===== config.mk =====
export PLATFORM = sky130hd
export DESIGN_NAME = stream_prod
export DESIGN_NICKNAME = d
export VERILOG_FILES = /design/src/rtl/stream_prod.sv
export SDC_FILE = /design/constraint.sdc
export NUM_CORES = 1
export LEC_CHECK = 0
export CORE_ASPECT_RATIO = 0.5
export CORE_MARGIN = 3
export CORE_UTILIZATION = 53
export DETAILED_ROUTE_END_ITERATION = 10
export DONT_BUFFER_PORTS = 1
export GPL_TIMING_DRIVEN = 0
export PLACE_DENSITY = 0.76
export SYNTH_ARGS = -nofsm -noshare
export SYNTH_HDL_FRONTEND = slang
export SYNTH_SLANG_ARGS = --single-unit

===== constraint.sdc =====
create_clock -name clk -period 6.02 [get_ports clk]
set_input_delay 1.806 -clock clk [delete_from_list [all_inputs] [get_ports clk]]
set_output_delay 1.806 -clock clk [all_outputs]
set_load 0.03 [all_outputs]

===== src/rtl/stream_prod.sv =====
// stream_prod: programmable val/data word producer with running sum of emitted words
module stream_prod #(
    parameter int W     = 8,
    parameter int LEN_W = 8,
    parameter int GAP_W = 4
) (
    input  logic             clk,
    input  logic             rst,
    input  logic             start,
    input  logic             stop,
    input  logic [LEN_W-1:0] len,
    input  logic [W-1:0]     base,
    input  logic [W-1:0]     step,
    input  logic [GAP_W-1:0] gap,
    output logic             busy,
    output logic             val,
    output logic [W-1:0]     data,
    output logic             done,
    output logic [W-1:0]     sum
);
    typedef enum logic [1:0] {IDLE, SEND, GAP, DONE} state_t;

    state_t           state, state_n;
    logic [LEN_W-1:0] len_q, cnt, cnt_n;
    logic [W-1:0]     step_q, cur, cur_n, sum_n;
    logic [GAP_W-1:0] gap_q, gcnt, gcnt_n;

    // state register
    always_ff @(posedge clk) begin
        if (rst) state <= IDLE;
        else     state <= state_n;
    end

    // next state and next datapath values; cur is the word emitted in the next SEND
    always_comb begin
        state_n = state;
        cur_n   = cur;
        cnt_n   = cnt;
        gcnt_n  = gcnt;
        sum_n   = sum;
        case (state)
            IDLE: if (start) begin
                cur_n   = base;
                cnt_n   = '0;
                sum_n   = '0;
                state_n = (len == '0) ? DONE : SEND;
            end
            SEND: begin
                sum_n = sum + cur;
                cur_n = cur + step_q;
                cnt_n = cnt + LEN_W'(1);
                if (stop)                          state_n = IDLE;
                else if (cnt == len_q - LEN_W'(1)) state_n = DONE;
                else if (gap_q == '0)              state_n = SEND;
                else begin
                    state_n = GAP;
                    gcnt_n  = gap_q;
                end
            end
            GAP: begin
                gcnt_n = gcnt - GAP_W'(1);
                if (stop)                     state_n = IDLE;
                else if (gcnt == GAP_W'(1))   state_n = SEND;
            end
            default: state_n = IDLE;
        endcase
    end

    // latched command, counters and registered outputs decoded from the next state
    always_ff @(posedge clk) begin
        if (rst) begin
            len_q  <= '0;
            step_q <= '0;
            gap_q  <= '0;
            cur    <= '0;
            cnt    <= '0;
            gcnt   <= '0;
            busy   <= 1'b0;
            val    <= 1'b0;
            data   <= '0;
            done   <= 1'b0;
            sum    <= '0;
        end else begin
            if (state == IDLE && start) begin
                len_q  <= len;
                step_q <= step;
                gap_q  <= gap;
            end
            cur  <= cur_n;
            cnt  <= cnt_n;
            gcnt <= gcnt_n;
            sum  <= sum_n;
            busy <= state_n != IDLE;
            val  <= state_n == SEND;
            done <= state_n == DONE;
            if (state_n == SEND) data <= cur_n;
        end
    end
endmodule

### Cells colored by class

Scale: 4 px per µm.
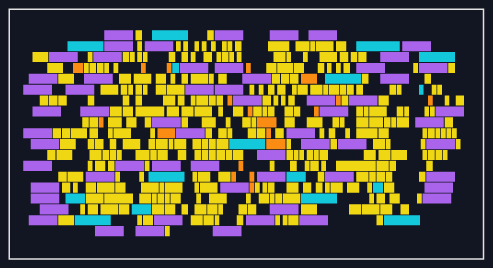
other buffers and delay cells: in orange, cells 19, share of their area 3.1%. clock drivers and dummy loads: in cyan, cells 16, share of their area 8.6%. flip-flops: in purple, cells 61, share of their area 33%. all other logic: in yellow, cells 315, share of their area 55%.

### Signal metal coverage by tile

Scale: 4 px per µm. 24 x 12 tiles, from white (low) to dark blue (high), scaled to the fullest tile. Values are wire area over tile area, all layers added.
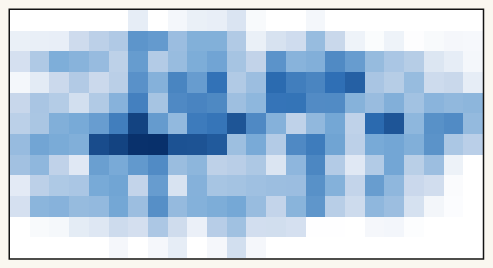
22% of the tiles are over half the peak. The fullest tile reaches 0.57. The mean over all tiles is 0.18. 17% of the tiles are nearly empty. The emptiest ninth of the die: lower right.

==> impl_metrics.py <==
# Auto-generated metrics
metrics = {
    "worst_setup_path": {
        "worst_ep_required_time_ps": 6240,
        "startpoint": "start",
        "crit_buf_inv": 2,
        "crit_path_top_delay_cell": "nor2_1",
        "worstReg2RegStart": "len_q[0]",
        "endpoint_kind": "register",
        "path_class": "primary input to register",
        "cp_cell_sequence": "clkbuf_1 > nand2b_1 > nor2_1 > nand3_1 > o31ai_1 > or2_1 > buf_4 > mux2_1",
        "arrival_ps": 4260,
        "critPathMaxFanout": 10,
        "critPathTopFamily": "simple AND/OR/NAND/NOR gates",
        "critical_path.max_stage_delay_ps": 580,
        "cp-start-kind": "primary input",
    },
    "global_route": {
        "antenna_found_initial": 0,
        "grt_pass1_wl_um": 13100,
        "grt_overflow": 0,
        "grt_pass1_vias": 2813,
        "grt_usage": 0.233,
        "grt_max_degree": 11,
    },
    "run": {
        "warnings": 27,
        "maxCapViolCount": 0,
    },
    "cts": {
        "clock_sinks": 61,
        "clk_pin_slew_ps": 50,
        "holdBufCountCts": 0,
        "cts_max_level": 3,
        "ctsResizeCount": 0,
        "cts_made_buffers": 9,
        "postCtsSetupBuffers": 0,
        "clockRootBuffer": "clkbuf_16",
        "cts_tree": "built",
        "clock_latency_ps": 340,
        "clock_path_buffers": 2,
    },
    "detailed_routing": {
        "drt-total-wl_um": 8240,
        "ant_nets": 0,
        "num_vias": 2930,
        "drtIter0Drc": 274,
        "first_pass_iters": 5,
        "drc": 0,
        "avgRoutedWirePerCell_um": 16.7,
        "viasPerCell": 5.92,
    },
    "timing": {
        "fin_tns_setup_ps": 0,
        "worst_pin_slew_ps": 666,
        "slew_viol_final": 0,
        "fin_crit_ps": 4050,
        "slew_headroom": 0.554,
        "hold_viol": 0,
        "rsz0062_at_grt": "false",
        "holdWs_ps": 463,
        "finalClockSkew_ps": 5.73,
        "period_used_share": 0.672,
        "setup_viol": 0,
        "fmax_ghz": 0.247,
    },
    "synth": {
        "fp_nets": 447,
        "syn_area_mm2": 0.00333,
        "yosysWarnings": 0,
        "synth_cells": 395,
        "yosysUniqueCellTypes": 60,
        "ys_ff": 61,
        "synthArstFlopShare": 0,
        "ys_cells": 395,
        "edf_count": 0,
        "yosysSeqAreaShare": 0.366,
        "syn_avg_cell_area_um2": 8.44,
        "yosys-top-cells-area": "dfxtp_1 (37%), a21oi_1 (8.1%), ha_1 (6.8%)",
        "ff_type": "dfxtp_1",
        "ys_area_mm2": 0.00333,
        "largest_area_cell": "dfxtp_1",
        "synth_top_area_share": 0.366,
    },
    "final_layout": {
        "diodes": 0,
        "synthToLayoutAreaGrowth_pct": 12.5,
        "num-nets-final": 458,
        "nFillCells": 472,
        "fin_area_mm2": 0.00375,
        "finalNonFillerCells": 495,
        "layout_top_cell": "dfxtp_1",
        "final_layout_size_suffix_gt1_frac": 0.0754,
        "lay_top_cells": "dfxtp_1 (61), a21oi_1 (54), nand2_1 (50)",
    },
    "floorplanning": {
        "num_rows": 19,
        "ioPinCount": 51,
        "die_area_mm2": 0.00734,
        "die_height_um": 62.1,
        "fp_util": 0.577,
        "core_area_mm2": 0.00578,
        "dieWidth_um": 118,
    },
    "run_status": {
        "status": "completed",
    },
    "power_and_ir_drop": {
        "power_density_mw_per_mm2": 312,
        "leakagePower_nw": 1.50,
        "power_mw": 1.17,
        "irDropWorstVdd_v": 0.000220,
    },
    "place": {
        "dp.cells": 479,
        "gp_congestion": 0.965,
        "postPlaceCellArea_mm2": 0.00344,
        "hpwl_um": 6190,
        "numPortBuffers": 0,
    },
    "worst_hold_path": {
        "worstHoldStart": "step_q[2]",
        "hold_class": "register to register",
    },
}
### Sizing map

Scale: 4 px per µm.
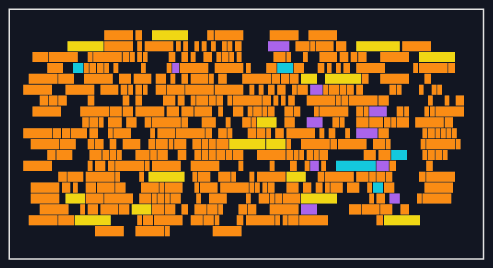
drive 2: in purple, cells 10, share 2.4%. drive 1 or less: in orange, cells 380, share 92%. drive 3 to 4: in cyan, cells 5, share 1.2%. drive 6 and up: in yellow, cells 16, share 3.9%.

-- synthesized netlist by cell type (8+ instances only) --
master and n:
nand2_1 50, nor2_1 36, inv_1 14, clkbuf_1 14, mux2_1 8, ha_1 18, xnor2_1 13, a21oi_1 54
nor2b_1 17, dfxtp_1 61, a22oi_1 8, o21ai_0 8
-- layer usage --
layer  vias up  wire (µm)  share of wire  track usage
li1       1413          -              -            -
met2        98       3600           0.44        0.375
met4         0        172          0.021        0.105
met5         -          0              0            0
met3        19        649          0.079       0.0913
met1      1400       3820           0.46        0.285
-- final timing paths --
check        cells past startpoint  slack, ps         to
min                              2        460  step_q[2]
max reg2reg                     10       3200    data[0]
min reg2reg                      2        460  step_q[2]
max                              8       1970    data[0]
-- worst register-to-register path, cell delays in order (launching register included) --
cell      delay (ps)
dfxtp_1          430
inv_1             70
ha_1             230
nor2b_1          140
or3_2            450
a31oi_1          230
nand4b_2         220
a31oi_1          220
or2_1            190
buf_4            200
mux2_1           340
-- layout make-up --
class,count,area [µm²],share of cell area
clock inverter,3,42.5,0.0113
tap,84,105,0.0280
clock buffer,13,270,0.0720
multi-input combinational,301,1950,0.520
inverter,14,52.6,0.0140
sequential,61,1220,0.325
buffer,19,111,0.0297
-- per-stage QoR --
step / util / worst slack [ps]
after floorplan: - / 2610
after global placement: 0.595 / 1880
after detailed placement: 0.595 / 1740
after CTS: 0.650 / 2080
after global routing: 0.650 / 1900
final: 0.650 / 1970
-- power breakdown --
group	internal (mW)	switching, mW	total (mW)
sequential	0.430	0.0431	0.473
clock	0.353	0.183	0.537
combinational	0.0693	0.0911	0.160
-- flip-flops by register name, indices dropped and copies added (netlist names) --
signal	cells
cnt	8
cur	8
data	8
len_q	8
step_q	8
sum	8
gap_q	4
gcnt	4
state	2
busy	1
done	1
val	1
-- cells by family (layout without fill, tap and decap cells) --
kind of cell               after synthesis  count (layout)  synth area share
DFF                                     61              61             0.366
adders and majority gates               20              20            0.0796
AOI/OAI and AO/OA                      106             106             0.202
xor gates and xnor gates                19              19            0.0499
and+or+nand+nor                        145             145             0.216
muxes                                   11              11            0.0368
buffers and inverters                   33              49            0.0492
Power and IR drop assume default switching activity.
